--- config.mk ---
export PLATFORM = sky130hd
export DESIGN_NAME = inject_scheduler_flat
export DESIGN_NICKNAME = d
export VERILOG_FILES = /design/src/rtl/inject_scheduler_if.sv /design/src/rtl/inject_scheduler.sv /design/src/flat_wrapper.sv
export SDC_FILE = /design/constraint.sdc
export NUM_CORES = 1
export LEC_CHECK = 0
export CAP_MARGIN = 5
export CORE_ASPECT_RATIO = 0.5
export CORE_MARGIN = 3
export CORE_UTILIZATION = 45
export DETAILED_ROUTE_END_ITERATION = 16
export HOLD_SLACK_MARGIN = 0.02
export PLACE_DENSITY = 0.87
export RECOVER_POWER = 100
export SLEW_MARGIN = 20
export SYNTH_ARGS = -nofsm -noshare
export SYNTH_HDL_FRONTEND = slang
export SYNTH_SLANG_ARGS = --single-unit
--- constraint.sdc ---
create_clock -name clk -period 13.62 [get_ports clk]
set_clock_uncertainty 0.15 [all_clocks]
set_input_delay 2.043 -clock clk [delete_from_list [all_inputs] [get_ports clk]]
set_output_delay 2.043 -clock clk [all_outputs]
set_load 0.01 [all_outputs]
--- src/rtl/inject_scheduler_if.sv ---
// ---------------------------------------------------------------------------
// inject_scheduler_if
//   Bundles the requester-facing handshake and the router-local injection
//   signals of the injection scheduler.
//
//   master : scheduler side (drives ready, inject, status)
//   slave  : environment side (requesters + router credit return)
//
//   req_flit      NREQ*FLIT_W  flit from each requester, i at [i*FLIT_W +: FLIT_W]
//   req_valid     NREQ         requester i presents a flit
//   req_last      NREQ         presented flit closes its packet
//   req_ready     NREQ         requester i's flit is accepted this cycle
//   inject        FLIT_W       flit to router local input
//   inject_valid  1            valid to router local input
//   credit_in     1            router freed one local buffer slot
//   credit_count  CNT_W        credits currently available
//   grant_id      GID_W        requester holding / last holding the grant
//   locked        1            multi-flit packet in progress
//   credit_err    1            sticky credit-overflow flag
// ---------------------------------------------------------------------------
interface inject_scheduler_if #(
    parameter int NREQ   = 4,
    parameter int FLIT_W = 20,
    parameter int CNT_W  = 3,
    parameter int GID_W  = (NREQ > 1) ? $clog2(NREQ) : 1
);
    logic [NREQ*FLIT_W-1:0] req_flit;
    logic [NREQ-1:0]        req_valid;
    logic [NREQ-1:0]        req_last;
    logic [NREQ-1:0]        req_ready;
    logic [FLIT_W-1:0]      inject;
    logic                   inject_valid;
    logic                   credit_in;
    logic [CNT_W-1:0]       credit_count;
    logic [GID_W-1:0]       grant_id;
    logic                   locked;
    logic                   credit_err;

    modport master (
        input  req_flit,
        input  req_valid,
        input  req_last,
        input  credit_in,
        output req_ready,
        output inject,
        output inject_valid,
        output credit_count,
        output grant_id,
        output locked,
        output credit_err
    );

    modport slave (
        output req_flit,
        output req_valid,
        output req_last,
        output credit_in,
        input  req_ready,
        input  inject,
        input  inject_valid,
        input  credit_count,
        input  grant_id,
        input  locked,
        input  credit_err
    );
endinterface

--- src/rtl/inject_scheduler.sv ---
// ---------------------------------------------------------------------------
// inject_scheduler
//   Shares the router's single local injection port among NREQ requesters.
//   Round-robin arbitration with packet locking, credit-paced so that the
//   router's local input buffer can never overflow. Accepted flits appear on
//   inject/inject_valid exactly one cycle after the handshake.
//
//   Ports
//     clk   system clock
//     rst   synchronous reset, active-high
//     bus   inject_scheduler_if.master (requester handshake, injection
//           output, credit return and status)
//
//   state | meaning
//   ------+--------------------------------------------------------------
//   IDLE  | no packet open; round-robin search picks the next requester
//   LOCK  | multi-flit packet open; only grant_id may send until its last
//
//   NREQ must be >= 2 and 2**CNT_W must exceed CREDITS.
// ---------------------------------------------------------------------------
module inject_scheduler #(
    parameter int NREQ    = 4,
    parameter int FLIT_W  = 20,
    parameter int CREDITS = 4,
    parameter int CNT_W   = 3
) (
    input logic               clk,
    input logic               rst,
    inject_scheduler_if.master bus
);
    localparam int GID_W = (NREQ > 1) ? $clog2(NREQ) : 1;

    localparam logic [CNT_W-1:0] CRED_MAX  = CNT_W'(CREDITS);
    localparam logic [GID_W-1:0] GRANT_RST = GID_W'(NREQ - 1);

    typedef enum logic {
        ST_IDLE = 1'b0,
        ST_LOCK = 1'b1
    } state_t;

    state_t             state_q, state_d;
    logic [GID_W-1:0]   grant_id_q, grant_id_d;
    logic [CNT_W-1:0]   credit_q, credit_d;
    logic               credit_err_q, credit_err_d;
    logic [FLIT_W-1:0]  inject_q, inject_d;
    logic               inject_valid_q, inject_valid_d;

    logic               winner_found;
    logic [GID_W-1:0]   winner_idx;
    logic [GID_W:0]     search_sum;
    logic [GID_W-1:0]   sel_idx;
    logic [NREQ-1:0]    ready;
    logic               has_credit;
    logic               send;
    logic               sel_last;
    logic [FLIT_W-1:0]  sel_flit;

    // Round-robin search: first valid requester strictly after grant_id_q,
    // wrapping. One extra bit on the sum keeps the wrap correct for any NREQ.
    always_comb begin
        winner_found = 1'b0;
        winner_idx   = '0;
        search_sum   = '0;
        for (int k = 1; k <= NREQ; k++) begin
            search_sum = {1'b0, grant_id_q} + (GID_W+1)'(k);
            if (search_sum >= (GID_W+1)'(NREQ)) begin
                search_sum = search_sum - (GID_W+1)'(NREQ);
            end
            if (!winner_found && bus.req_valid[search_sum[GID_W-1:0]]) begin
                winner_found = 1'b1;
                winner_idx   = search_sum[GID_W-1:0];
            end
        end
    end

    assign has_credit = (credit_q != '0);
    assign sel_idx    = (state_q == ST_LOCK) ? grant_id_q : winner_idx;

    always_comb begin
        ready = '0;
        if (has_credit) begin
            if (state_q == ST_LOCK) begin
                ready[grant_id_q] = bus.req_valid[grant_id_q];
            end else if (winner_found) begin
                ready[winner_idx] = 1'b1;
            end
        end
    end

    // At most one ready bit is set, so the OR-reduce is the single send.
    assign send     = |(bus.req_valid & ready);
    assign sel_last = bus.req_last[sel_idx];
    assign sel_flit = bus.req_flit[sel_idx*FLIT_W +: FLIT_W];

    always_comb begin
        state_d    = state_q;
        grant_id_d = grant_id_q;
        unique case (state_q)
            ST_IDLE: begin
                if (send) begin
                    grant_id_d = winner_idx;
                    if (!sel_last) begin
                        state_d = ST_LOCK;
                    end
                end
            end
            ST_LOCK: begin
                // grant_id stays put so the next search starts after it.
                if (send && sel_last) begin
                    state_d = ST_IDLE;
                end
            end
            default: state_d = ST_IDLE;
        endcase
    end

    // A send and a returned credit in the same cycle cancel out.
    always_comb begin
        credit_d     = credit_q;
        credit_err_d = credit_err_q;
        if (send && !bus.credit_in) begin
            credit_d = credit_q - CNT_W'(1);
        end else if (bus.credit_in && !send) begin
            if (credit_q == CRED_MAX) begin
                credit_err_d = 1'b1;
            end else begin
                credit_d = credit_q + CNT_W'(1);
            end
        end
    end

    always_comb begin
        inject_d       = send ? sel_flit : inject_q;
        inject_valid_d = send;
    end

    always_ff @(posedge clk) begin
        if (rst) begin
            state_q        <= ST_IDLE;
            grant_id_q     <= GRANT_RST;
            credit_q       <= CRED_MAX;
            credit_err_q   <= 1'b0;
            inject_q       <= '0;
            inject_valid_q <= 1'b0;
        end else begin
            state_q        <= state_d;
            grant_id_q     <= grant_id_d;
            credit_q       <= credit_d;
            credit_err_q   <= credit_err_d;
            inject_q       <= inject_d;
            inject_valid_q <= inject_valid_d;
        end
    end

    assign bus.req_ready    = ready;
    assign bus.inject       = inject_q;
    assign bus.inject_valid = inject_valid_q;
    assign bus.credit_count = credit_q;
    assign bus.grant_id     = grant_id_q;
    assign bus.locked       = (state_q == ST_LOCK);
    assign bus.credit_err   = credit_err_q;

endmodule

--- src/flat_wrapper.sv ---
// flat-port wrapper written by rule: the top's interface ports become plain ports
module inject_scheduler_flat 
#(
    parameter int NREQ    = 4,
    parameter int FLIT_W  = 20,
    parameter int CREDITS = 4,
    parameter int CNT_W   = 3
)
  (clk, rst, bus_req_flit, bus_req_valid, bus_req_last, bus_credit_in, bus_req_ready, bus_inject, bus_inject_valid, bus_credit_count, bus_grant_id, bus_locked, bus_credit_err);
  inject_scheduler_if #(.NREQ(NREQ), .FLIT_W(FLIT_W), .CNT_W(CNT_W)) bus_i ();
  input logic clk;
  input logic rst;
  input wire logic [$bits(bus_i.req_flit)-1:0] bus_req_flit;
  input wire logic [$bits(bus_i.req_valid)-1:0] bus_req_valid;
  input wire logic [$bits(bus_i.req_last)-1:0] bus_req_last;
  input wire logic [$bits(bus_i.credit_in)-1:0] bus_credit_in;
  output wire logic [$bits(bus_i.req_ready)-1:0] bus_req_ready;
  output wire logic [$bits(bus_i.inject)-1:0] bus_inject;
  output wire logic [$bits(bus_i.inject_valid)-1:0] bus_inject_valid;
  output wire logic [$bits(bus_i.credit_count)-1:0] bus_credit_count;
  output wire logic [$bits(bus_i.grant_id)-1:0] bus_grant_id;
  output wire logic [$bits(bus_i.locked)-1:0] bus_locked;
  output wire logic [$bits(bus_i.credit_err)-1:0] bus_credit_err;
  assign bus_i.req_flit = bus_req_flit;
  assign bus_i.req_valid = bus_req_valid;
  assign bus_i.req_last = bus_req_last;
  assign bus_i.credit_in = bus_credit_in;
  assign bus_req_ready = bus_i.req_ready;
  assign bus_inject = bus_i.inject;
  assign bus_inject_valid = bus_i.inject_valid;
  assign bus_credit_count = bus_i.credit_count;
  assign bus_grant_id = bus_i.grant_id;
  assign bus_locked = bus_i.locked;
  assign bus_credit_err = bus_i.credit_err;
  inject_scheduler #(.NREQ(NREQ), .FLIT_W(FLIT_W), .CREDITS(CREDITS), .CNT_W(CNT_W)) u_core (.clk(clk), .rst(rst), .bus(bus_i));
endmodule
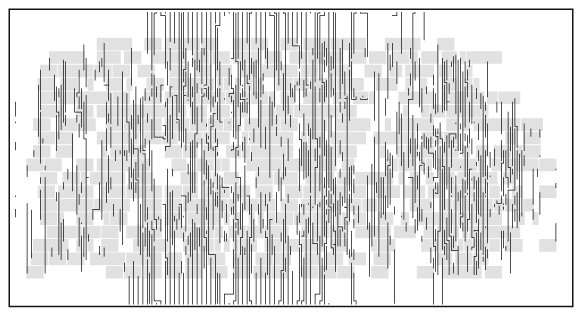
(run_1/met2.png)
Cells faint in the background.
The longest straight run is 37.1 um. 437 nets have wire on it. The layer carries 4310 um of wire. The wires run mostly vertical. The layer holds 51% of the routed length.

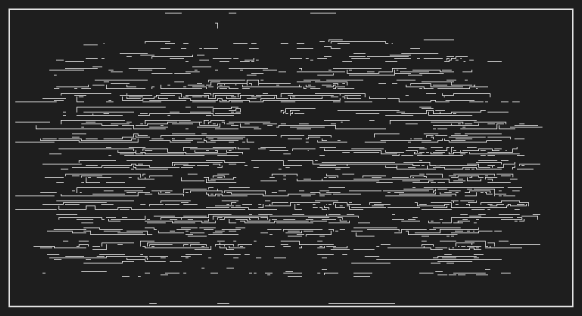
(run_1/met1.png)
The layer holds 41% of the routed length. The wires run mostly horizontal. The longest straight run is 25.3 um.

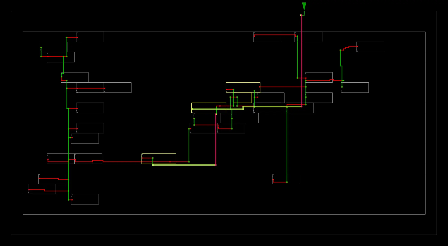
(run_1/final_clocks.png)
Num Clock Sinks: 28
registers: 28

==> flow_metrics.env, run 1 <==
# physical design summary
export IMPL_ys_flop_type="dfxtp_1"
export IMPL_violations="max-capacitance violations, max-slew violations"
export IMPL_drt_wl_total_um=8480
export IMPL_cts_tree="yes"
export IMPL_die_h_um=60.0
export IMPL_syn_area_per_cell_sq_um=8.34
export IMPL_synth_distinct_cells=51
export IMPL_hp_class="reg -> reg"
export IMPL_setup_tns_ps=0
export IMPL_antenna_found_initial=0
export IMPL_period_needed_ps=8670
export IMPL_fp_util_pct=49.7
export IMPL_first_pass_iters=5
export IMPL_synthToLayoutAreaGrowth_pct=47.7
export IMPL_tightestPinTransition_ps=1800
export IMPL_warnings=30
export IMPL_htreeDepth=1
export IMPL_root_buffer="clkbuf_16"
export IMPL_wl_met2_um=4310
export IMPL_cap_viol_max_count=2
export IMPL_post_cts_repair_setup_buffers=0
export IMPL_die_w_um=114
export IMPL_cp_max_fo=43
export IMPL_ys_flops=28
export IMPL_status="finished, violations left"
export IMPL_crit_path_frequent_cell="nand2_1"
export IMPL_slew_headroom_pct=-20.0
export IMPL_yosys_top_cells_area="dfxtp_1 (21%), mux2i_1 (16%), a311o_1 (7.6%)"
export IMPL_worstSetupStartpointType="primary input"
export IMPL_place_gp_congestion=0.943
export IMPL_highest_layer="met4"
export IMPL_grt_pass1_wl_um=13500
export IMPL_first_iter_violations=229
export IMPL_rsz0062_at_grt="false"
export IMPL_wl_met3_um=531
export IMPL_grt_pass1_vias=2767
export IMPL_coreArea_sq_um=5270
export IMPL_synthArstFlopShare_pct=0
export IMPL_via_count=2945
export IMPL_cts_buffer_depth=2
export IMPL_critical_path_class="in -> out"
export IMPL_antennaDiodeCount=0
export IMPL_drt_met1_wl_um=3500
export IMPL_ctsHoldBuffers=0
export IMPL_worstPathArrival_ps=6470
export IMPL_synth_top_area_share_pct=21.4
export IMPL_p_total_uw=1020
export IMPL_holdCritStartpoint="u_core.bus.inject[19]"
export IMPL_synth_nets=412
export IMPL_drv_slew=69
export IMPL_ys_cells=314
export IMPL_io_buffers=122
export IMPL_die_area_sq_um=6830
export IMPL_num_io_pins=123
export IMPL_ant_nets=0
export IMPL_crit_chain="dlygate4sd3_1 -> mux4_2 -> nor3_1 -> nand2_1 -> clkbuf_1 -> nand2_1 -> o41ai_1 -> clkdlybuf4s50_1"
export IMPL_grt_max_degree=44
export IMPL_grt_overflow=0
export IMPL_via_per_inst=6.10
export IMPL_reg2reg_from="u_core.bus.grant_id[0]"
export IMPL_clock_latency_late_pin_ps=260
export IMPL_ys_seq_share_pct=21.4
export IMPL_peakVddDrop_uv=185
export IMPL_cts_made_buffers=3
export IMPL_hold_violations=0
export IMPL_min_to="u_core.bus.inject[19]"
export IMPL_yosys_area_sq_um=2620
export IMPL_end_kind="primary output"
export IMPL_power_leakage_uw=0.00162
export IMPL_edf_count=0
export IMPL_fin_util_pct=73.4
export IMPL_drive_gt1_share_pct=4.36
export IMPL_num_rows=18
export IMPL_rr_worst_depth=16
export IMPL_hold_path_cell_count=2
export IMPL_fmax_mhz=115
export IMPL_synth_warning_count=0
export IMPL_cts_resized=0
export IMPL_required_ps=11430
export IMPL_max_stage_delay_ps=1280
export IMPL_reg2reg_slack_ps=6340
export IMPL_synth_top_cell_by_area="dfxtp_1"
export IMPL_syn_inst=314
export IMPL_wl_per_cell_um=17.5
export IMPL_clkTransAtPathRegs_ps=70
export IMPL_layout_nets=512
export IMPL_finalCritPeriodShare_pct=63.6
export IMPL_slowest_stage="clkbuf_1"
export IMPL_p_per_area_nw_per_um2=263
export IMPL_r2r_end="u_core.bus.credit_count[0]"
export IMPL_setup_viol_count_final=0
export IMPL_drcViolationCount=0
export IMPL_post_dp_hpwl_um=6280
export IMPL_synth_cell_area_sq_um=2620
export IMPL_gr_usage_all_layers_pct=24.3
-- run 1: cell usage in the layout, fill, tap and decap left out, drive strengths merged, types with 3 or more instances in the layout --
cell	count
and2	5
inv	11
a311o	20
clkdlybuf4s50	91
nand2b	4
a21oi	8
a221oi	22
mux2i	41
clkbuf	6
o31ai	4
dfxtp	28
nand2	49
ha	6
dlygate4sd3	31
or3b	3
and3	3
nand3	4
nor3	28
nor2	9
mux4	4
buf	3
o311ai	3
-- run 1: critical path, delay by kind of cell --
family | cells | cell delay (ps)
buffers and inverters | 3 | 2790
AND-OR/OR-AND | 1 | 870
AND/OR/NAND/NOR | 3 | 390
multiplexers | 1 | 360
-- run 1: how the worst max path moves through the flow --
| stage | startpoint | to | slack (ps) |
|---|---|---|---|
| 2_1_floorplan | bus_req_valid[2] | bus_req_ready[1] | 7760 |
| 3_3_place_gp | bus_req_valid[3] | bus_req_ready[1] | 6570 |
| 3_5_place_dp | bus_req_valid[3] | bus_req_ready[3] | 6480 |
| 4_1_cts | bus_req_valid[3] | bus_req_ready[1] | 6480 |
| 5_1_grt | bus_req_valid[3] | bus_req_ready[3] | 4600 |
| 6_report | bus_req_valid[3] | bus_req_ready[3] | 4950 |
-- run 1: where the power goes --
group	internal, uW	switching, uW	leakage [uW]
clock	45.1	29.4	0.0000442
sequential	111	27.8	0.000230
combinational	386	421	0.00135
total	542	478	0.00162
-- run 1: cell families after synthesis --
logic type | Yosys count | share of synthesized area [%]
simple gates | 109 | 19.8
fa+ha+maj | 7 | 3.63
mux | 46 | 19.5
flops | 28 | 21.4
compound gates | 79 | 27.2
xor+xnor | 1 | 0.334
buf+inv | 44 | 8.12
-- run 1: through the flow --
step / instances / hold slack, ps / instance area (sq um) / worst slack [ps]
after floorplan: 314 / 332 / 2620 / 7760
final: 483 / 305 / 3870 / 4950
after CTS: 483 / 314 / 3900 / 6480
after global routing: 483 / 334 / 3870 / 4600
after detailed placement: 479 / 304 / 3810 / 6480
after global placement: 479 / 295 / 3810 / 6570
-- run 1: synth_stat cells (all sizes together) (2+ instances only) --
cell type and instances:
nand2 49, mux2i 41, dfxtp 28, nor3 28, a221oi 22, a311o 20
clkbuf 20, buf 12, inv 12, nor2 9, a21oi 8, ha 6
and2 5, mux4 4, nand2b 4, nand3 4, o31ai 4, and3 3
o311ai 3, or3b 3, a2111oi 2, a211oi 2, a31oi 2, a32o 2
o21a 2, o21ai 2, o311a 2
-- run 1: per-layer routing --
layer  track usage [%]  up-vias
li1                  -     1411
met1              31.1     1389
met2              43.7      131
met3              4.15       14
met4              5.75        0
met5                 0        -
-- run 1: flip-flops by register name, indices dropped and copies added (netlist names), named ones only --
name and flops:
u_core.bus.credit_count 3, u_core.bus.credit_err 1, u_core.bus.grant_id 2, u_core.bus.inject 20, u_core.bus.inject_valid 1
-- run 1: layout make-up --
type	instances	area [sq um]
Inverter	12	45.0
Sequential cell	28	561
Timing Repair Buffer	127	1250
Fill cell	406	1400
Multi-Input combinational cell	242	1840
Tap cell	70	87.6
Clock buffer	4	88.8
--- run 2 (diff from run 1) ---
Settings changed: CORE_UTILIZATION 45 to 38, PLACE_DENSITY 0.87 to 0.78.
Clock period 13.62 ns to 7.9 ns, I/O delays scaled along.
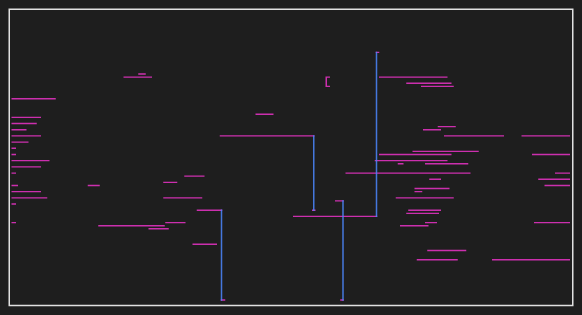
(run_2/metal_stack.png)
Only two layers are drawn.
Magenta shows met3, wire length 427 um. Blue shows met4, wire length 93.8 um.

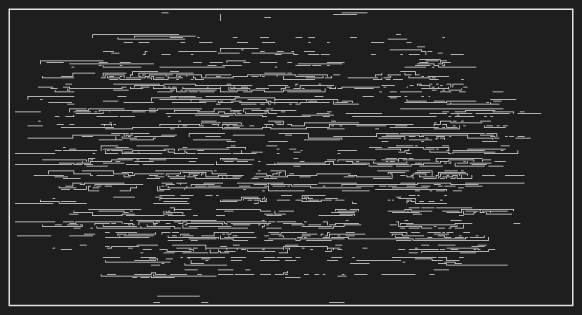
(run_2/met1.png)
461 nets have wire on it. The wires run mostly horizontal. The longest straight run is 22.5 um.
Routed WL: 8840 um
GR Util met1: 28.9%
Vias: 2916

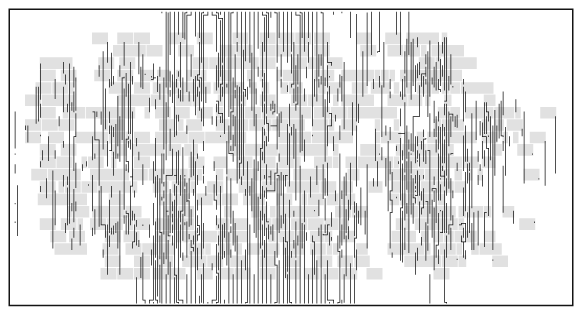
(run_2/met2.png)
Cells faint in the background.
443 nets have wire on it. The wires run mostly vertical.
GR Util met2: 38.1%

==> flow_metrics.env, run 2 <==
# physical design summary
export IMPL_synth_nets=412
export IMPL_rr_worst_depth=15
export IMPL_cap_viol_max_count=1
export IMPL_status="finished, violations left"
export IMPL_hold_violations=0
export IMPL_cts_sinks=28
export IMPL_clock_latency_late_pin_ps=260
export IMPL_yosys_top_cells_area="dfxtp_1 (21%), mux2i_1 (16%), a311o_1 (7.6%)"
export IMPL_num_io_pins=123
export IMPL_ys_flops=28
export IMPL_worstPathArrival_ps=6180
export IMPL_die_h_um=64.7
export IMPL_critical_path_class="in -> reg"
export IMPL_peakVddDrop_uv=198
export IMPL_grt_pass1_wl_um=14200
export IMPL_wl_per_cell_um=17.6
export IMPL_slew_headroom_pct=-11.9
export IMPL_largest_reg_flops=20
export IMPL_r2r_end="u_core.bus.credit_count[1]"
export IMPL_finalCritPeriodShare_pct=78.3
export IMPL_synthArstFlopShare_pct=0
export IMPL_edf_count=0
export IMPL_max_stage_delay_ps=1240
export IMPL_num_rows=20
export IMPL_die_area_sq_um=7990
export IMPL_violations="max-capacitance violations, max-slew violations"
export IMPL_post_cts_repair_setup_buffers=0
export IMPL_antennaDiodeCount=0
export IMPL_p_per_area_nw_per_um2=453
export IMPL_synth_top_cell_by_area="dfxtp_1"
export IMPL_antenna_found_initial=0
export IMPL_synth_distinct_cells=51
export IMPL_cts_buffer_depth=2
export IMPL_fp_util_pct=41.2
export IMPL_power_leakage_uw=0.00164
export IMPL_path_buffers=3
export IMPL_synthTopCellsByCount="nand2_1 (49), mux2i_1 (41), dfxtp_1 (28), nor3_1 (28), a221oi_1 (21)"
export IMPL_cts_resized=0
export IMPL_drv_slew=25
export IMPL_rsz0062_at_grt="false"
export IMPL_io_buffers=122
export IMPL_grt_max_degree=43
export IMPL_crit_chain="clkdlybuf4s50_1 -> or3b_1 -> a32o_1 -> o311ai_1 -> nand3_1 -> a32o_1 -> a221oi_4 -> clkbuf_1 -> clkinv_1 -> ha_1 -> nor4b_1 -> nor3_1 -> a21oi_1 -> nor2_1"
export IMPL_synth_warning_count=0
export IMPL_preCtsSetupSlack_ps=2510
export IMPL_drcViolationCount=0
export IMPL_warnings=30
export IMPL_syn_area_per_cell_sq_um=8.34
export IMPL_synth_cell_area_sq_um=2620
export IMPL_hold_path_cell_count=2
export IMPL_final_layout_top_logic_cell="clkdlybuf4s50_1"
export IMPL_required_ps=7900
export IMPL_first_iter_violations=241
export IMPL_setup_tns_ps=0
export IMPL_ctsHoldBuffers=0
export IMPL_tightestPinTransition_ps=1680
export IMPL_ys_flop_type="dfxtp_1"
export IMPL_cts_tree="yes"
export IMPL_layout_nets=513
export IMPL_hp_class="reg -> reg"
export IMPL_die_w_um=123
export IMPL_cts_made_buffers=3
export IMPL_grt_overflow=0
export IMPL_cp_max_fo=24
export IMPL_fmax_mhz=162
export IMPL_period_needed_ps=6190
export IMPL_worst_slack_ps=1710
export IMPL_ant_nets=0
export IMPL_grt_pass1_vias=2817
export IMPL_gr_usage_all_layers_pct=21.8
export IMPL_first_pass_iters=4
export IMPL_cpLargestDelayFamily="buffers and inverters"
export IMPL_dp_cells=498
export IMPL_ys_cells=314
export IMPL_worstSetupStartpointType="primary input"
export IMPL_mostFrequentLayoutCells="clkdlybuf4s50_1 (90), nand2_1 (49), mux2i_1 (41), dlygate4sd3_1 (32)"
export IMPL_min_to="u_core.bus.inject[0]"
export IMPL_coreArea_sq_um=6360
export IMPL_place_gp_congestion=0.897
export IMPL_root_buffer="clkbuf_16"
export IMPL_final_cells=502
export IMPL_fin_util_pct=61.7
export IMPL_synthToLayoutAreaGrowth_pct=49.7
export IMPL_setup_viol_count_final=0
export IMPL_path_depth=14
export IMPL_crit_path_frequent_cell="a32o_1"
export IMPL_reg2reg_from="u_core.bus.grant_id[0]"
export IMPL_synth_top_area_share_pct=21.4
export IMPL_end_kind="flip-flop"
export IMPL_via_per_inst=5.81
export IMPL_drive_gt1_share_pct=4.83
export IMPL_hold_ws_ps=310
## run 2: cell count changes in the layout (fill, tap and decap cells not counted), sizes merged
cell,before,now
bufinv,0,1
clkdlybuf4s50,91,90
clkbuf,6,4
buf,3,5
dlygate4sd3,31,32
## run 2: logic make-up (layout without fill, tap and decap cells)
logic type	count (synthesis)	in the layout	share of synthesized area [%]
AND-OR/OR-AND	79	79	27.2
AND/OR/NAND/NOR	109	109	19.8
XOR/XNOR	1	1	0.334
multiplexers	46	46	19.5
flip-flops	28	28	21.4
adder cells (fa/ha/maj)	7	7	3.63
buffers and inverters	44	144	8.12
## run 2: power by group
part	internal, uW	switching, uW	total (uW)	leakage (uW)
combinational	661	725	1390	0.00136
clock	101	50.3	151	0.0000511
sequential	191	49.0	240	0.000230
total	953	825	1780	0.00164
## run 2: layout make-up
type,instances,area (sq um)
fill,565,2430
multi-input combinational,242,1840
clock inverter,1,30.0
clock buffer,3,75.1
sequential,28,561
timing repair buffer,128,1260
inverter,12,45.0
tap,88,110
## run 2: per-stage QoR
stage | area, sq um | power, uW
after CTS | 3940 | 1810
final | 3920 | 1780
after global routing | 3920 | 1920
after global placement | 3840 | 1630
after floorplan | 2620 | 1330
after detailed placement | 3840 | 1650
## run 2: worst max-delay path by stage
stage	slack, ps	from	to
after floorplan	3190	u_core.bus.grant_id[0]	u_core.bus.credit_count[2]
after global placement	2560	bus_req_valid[3]	bus_req_ready[3]
after detailed placement	2510	bus_req_valid[3]	u_core.bus.credit_count[2]
after CTS	2510	u_core.bus.grant_id[0]	bus_req_ready[3]
after global routing	1260	u_core.bus.grant_id[0]	u_core.bus.credit_count[1]
final	1710	bus_req_valid[3]	u_core.bus.credit_count[1]
## run 2: metal layers
layer  GRT usage, %  vias to the layer above  routed length [um]
li1               -                     1406                   -
met1           28.9                     1393                3850
met2           38.1                      109                4470
met3           2.18                        8                 427
met4           5.52                        0                  93
met5              0                        -                   0
## run 2: worst reg2reg max path: stages (launching register included)
cell	delay, ps
dfxtp_1	820
inv_1	220
ha_1	530
mux4_2	590
nand2b_4	190
o311ai_1	120
nand3_1	230
a32o_1	350
a221oi_4	220
clkbuf_1	1240
clkinv_1	240
ha_1	300
nor4b_1	520
nor3_1	110
a21oi_1	160
nor2_1	50
No activity file was given, so power comes from the tool's default toggle rates.
